**config.mk**
```make
export PLATFORM = sky130hd
export DESIGN_NAME = serial_frame_rx
export DESIGN_NICKNAME = d
export VERILOG_FILES = /design/src/rtl/serial_frame_rx.sv
export SDC_FILE = /design/constraint.sdc
export NUM_CORES = 1
export LEC_CHECK = 0
export ABC_AREA = 0
export CAP_MARGIN = 15
export CORE_AREA = 2 2 51 57
export DETAILED_ROUTE_END_ITERATION = 7
export DIE_AREA = 0 0 53 59
export PLACE_DENSITY_LB_ADDON = 0.3
export SLEW_MARGIN = 20
export SYNTH_ARGS = -nofsm -noshare
export SYNTH_HDL_FRONTEND = slang
export SYNTH_SLANG_ARGS = --single-unit
```
**constraint.sdc**
```tcl
create_clock -name CK -period 3.1 [get_ports CK]
set_input_delay 0.62 -clock CK [delete_from_list [all_inputs] [get_ports CK]]
set_output_delay 0.62 -clock CK [all_outputs]
set_load 0.05 [all_outputs]
```
**src/rtl/serial_frame_rx.sv**
```systemverilog
// serial_frame_rx: deserializes start/data/even-parity/stop frames from a
// registered serial line, qualified by a bit strobe. Delivers each correctly
// framed word with a one-cycle VALID pulse and a held parity-error flag;
// a bad stop bit raises a one-cycle FERR and the line must return high
// before a new start bit is accepted.
module serial_frame_rx #(
    parameter int W  = 8,
    parameter int CW = 4
) (
    input  logic         CK,
    input  logic         RN,
    input  logic         DIN,
    input  logic         EN,
    output logic [W-1:0] DOUT,
    output logic         VALID,
    output logic         PERR,
    output logic         FERR,
    output logic         BUSY
);

    typedef enum logic [2:0] {
        S_IDLE,
        S_DATA,
        S_PARITY,
        S_STOP,
        S_WAIT
    } state_t;

    state_t          r_state;
    logic [W-1:0]    r_shreg;
    logic [CW-1:0]   r_cnt;
    logic            r_perr_int;
    logic [W-1:0]    r_dout;
    logic            r_valid;
    logic            r_perr;
    logic            r_ferr;
    logic            r_busy;

    // Final data bit of the frame is at position W-1; the counter never goes past it.
    logic            w_last;
    assign w_last = (r_cnt == CW'(W - 1));

    // Frame FSM with registered outputs; pulses clear on every edge, state advances only on EN.
    always_ff @(posedge CK or negedge RN) begin
        if (!RN) begin
            r_state    <= S_IDLE;
            r_shreg    <= '0;
            r_cnt      <= '0;
            r_perr_int <= 1'b0;
            r_dout     <= '0;
            r_valid    <= 1'b0;
            r_perr     <= 1'b0;
            r_ferr     <= 1'b0;
            r_busy     <= 1'b0;
        end else begin
            r_valid <= 1'b0;
            r_ferr  <= 1'b0;
            if (EN) begin
                case (r_state)
                    S_IDLE: begin
                        if (!DIN) begin
                            r_state <= S_DATA;
                            r_cnt   <= '0;
                            r_busy  <= 1'b1;
                        end
                    end
                    S_DATA: begin
                        // Data arrives LSB first: bit index equals the running count.
                        for (int i = 0; i < W; i++) begin
                            if (r_cnt == CW'(i)) begin
                                r_shreg[i] <= DIN;
                            end
                        end
                        if (w_last) begin
                            r_state <= S_PARITY;
                        end else begin
                            r_cnt <= r_cnt + CW'(1);
                        end
                    end
                    S_PARITY: begin
                        // Even parity: data ones plus parity bit must be even.
                        r_perr_int <= (^r_shreg) ^ DIN;
                        r_state    <= S_STOP;
                    end
                    S_STOP: begin
                        if (DIN) begin
                            r_dout  <= r_shreg;
                            r_perr  <= r_perr_int;
                            r_valid <= 1'b1;
                            r_state <= S_IDLE;
                            r_busy  <= 1'b0;
                        end else begin
                            // Word is discarded; DOUT/PERR keep the last good frame.
                            r_ferr  <= 1'b1;
                            r_state <= S_WAIT;
                        end
                    end
                    S_WAIT: begin
                        // A low line after a bad stop bit is never a new start.
                        if (DIN) begin
                            r_state <= S_IDLE;
                            r_busy  <= 1'b0;
                        end
                    end
                    default: begin
                        r_state <= S_IDLE;
                        r_busy  <= 1'b0;
                    end
                endcase
            end
        end
    end

    assign DOUT  = r_dout;
    assign VALID = r_valid;
    assign PERR  = r_perr;
    assign FERR  = r_ferr;
    assign BUSY  = r_busy;

endmodule

```
==> reports/qor.csv <==
stage;metric;value;unit
run_status;status;finished clean;
yosys;yosys stat cell total;123;
critical_path;data arrival time of the worst path;1.55;ns
yosys;yosys aoi share;0.0898;
clock_network;cts bufs inserted;3;
route;drt pass-1 iters;4;
yosys;synth cell count leaders;dfrtp_1, mux2_2, nand2_1, inv_1, xnor2_1;
yosys;Synth Instances;123;
flow_run;tool warning count;29;
critical_path;critical path cell sequence;clkdlybuf4s50_1;
yosys;ys async rst share;1.00;
power;Switching Share;0.376;
final_timing;Fin Hold WS;0.525;ns
clock_network;cts repair resizes;0;
grt;met3 usage;0.0227;
yosys;Yosys Chip Area;1440;um2
critical_path;Crit-path slowest cell;clkdlybuf4s50_1;
power;P_sw;569;uW
route;WL per Instance;14.2;um
yosys;Distinct cells, synth;41;
final_timing;Peak Freq;0.460;GHz
final_timing;max_slew headroom;0.622;
cells_and_area;dominant logic cell types in the final layout;dfrtp_1, mux2_2, clkdlybuf4s50_1, nand2_1;
critical_path;worst-path fanout max;4;
critical_path;Critical Path RT;2.48;ns
power;P_comb;660;uW
place;gpl congestion;0.816;
die;core area;2500;um2
place;placed insts;164;
cells_and_area;fin area;1660;um2
yosys;top cells by area;dfrtp_1, mux2_2, ha_1, xnor2_1, nand2_1;
power;Flop pwr share;0.407;
yosys;post-synthesis average cell area;11.7;um2
clock_network;TritonCTS clock tree;done;
==> area by class of cell <==
cell class / count / share of cell area
Multi-Input combinational cell: 83 / 0.412
Tap cell: 31 / 0.0234
Sequential cell: 28 / 0.422
Clock buffer: 3 / 0.0136
Clock inverter: 1 / 0.0181
Timing Repair Buffer: 17 / 0.0995
Inverter: 5 / 0.0113
==> path summary, 6_finish.rpt <==
path                       startpoint          to  slack [ns]  cells after the start
setup reg to reg           r_state[0]  r_shreg[1]        1.32                      4
hold reg to reg                  PERR        PERR        0.53                      1
hold / removal                   PERR        PERR        0.53                      1
max in group asynchronous          RN  r_shreg[5]        2.20                      2
min in group asynchronous          RN  r_shreg[4]        0.65                      2
setup / recovery                 BUSY        BUSY        0.93                      1
placement_by_type.png
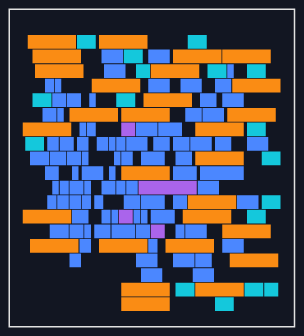
Key: sequential cells = orange [cells 28]; clock drivers and dummy loads = purple [cells 4]; remaining buffers and delay cells = cyan [cells 17]; combinational and other logic = blue [cells 88]

clk_routes.png
The bar under the picture is 20 um long.
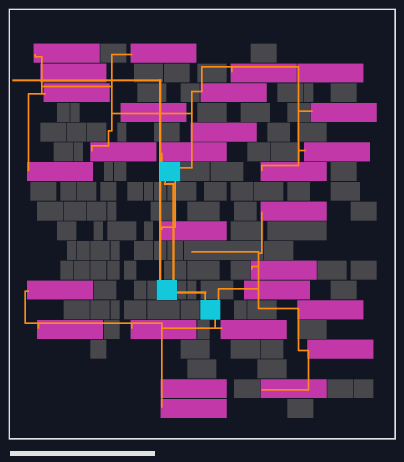
Key: clock drivers = cyan [count 3]; clock wires = orange [length 307 um]; flip-flops = magenta [count 28]
Position of the flops: widely spread. There are 4 routed clock nets.

clocks.png
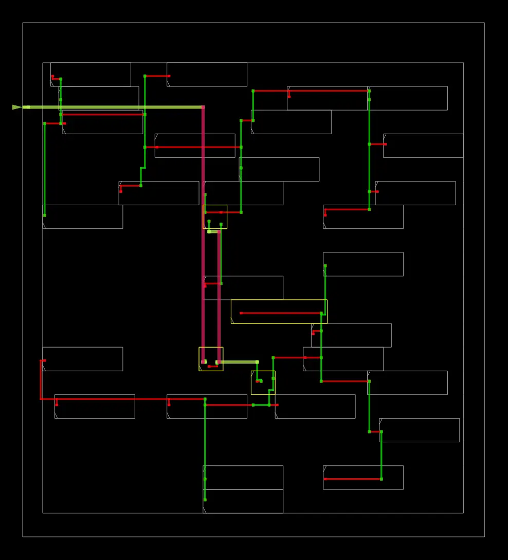
Clock Latency Late Sink: 0.33 ns
clock sink total: 28
clock network power: 236 uW
# clk buffers: 3

metal_density.png
The die is cut into 11 by 12 equal tiles; dark blue is low, red is high, scaled to the fullest tile. Values are wire area over tile area, all layers added.
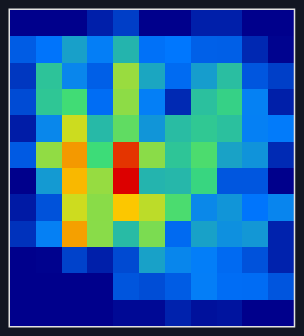
The densest ninth of the die: center. The fullest tile reaches 0.44. 18% of the tiles are nearly empty. The mean over all tiles is 0.12.

flops_by_reg.png
Other sequential cells in the stronger gray, the rest of the logic in the fainter gray.
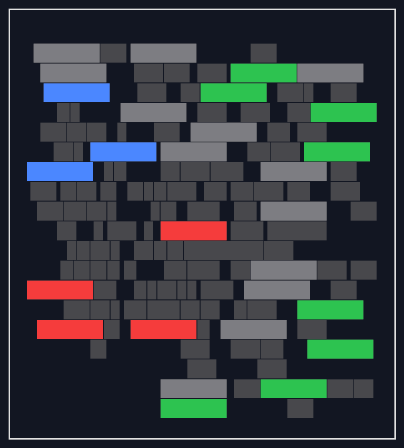
Key: DOUT = green [sequential cells 8]; r_state = blue [sequential cells 3]; r_cnt = red [sequential cells 4]

Power and IR drop assume default switching activity.
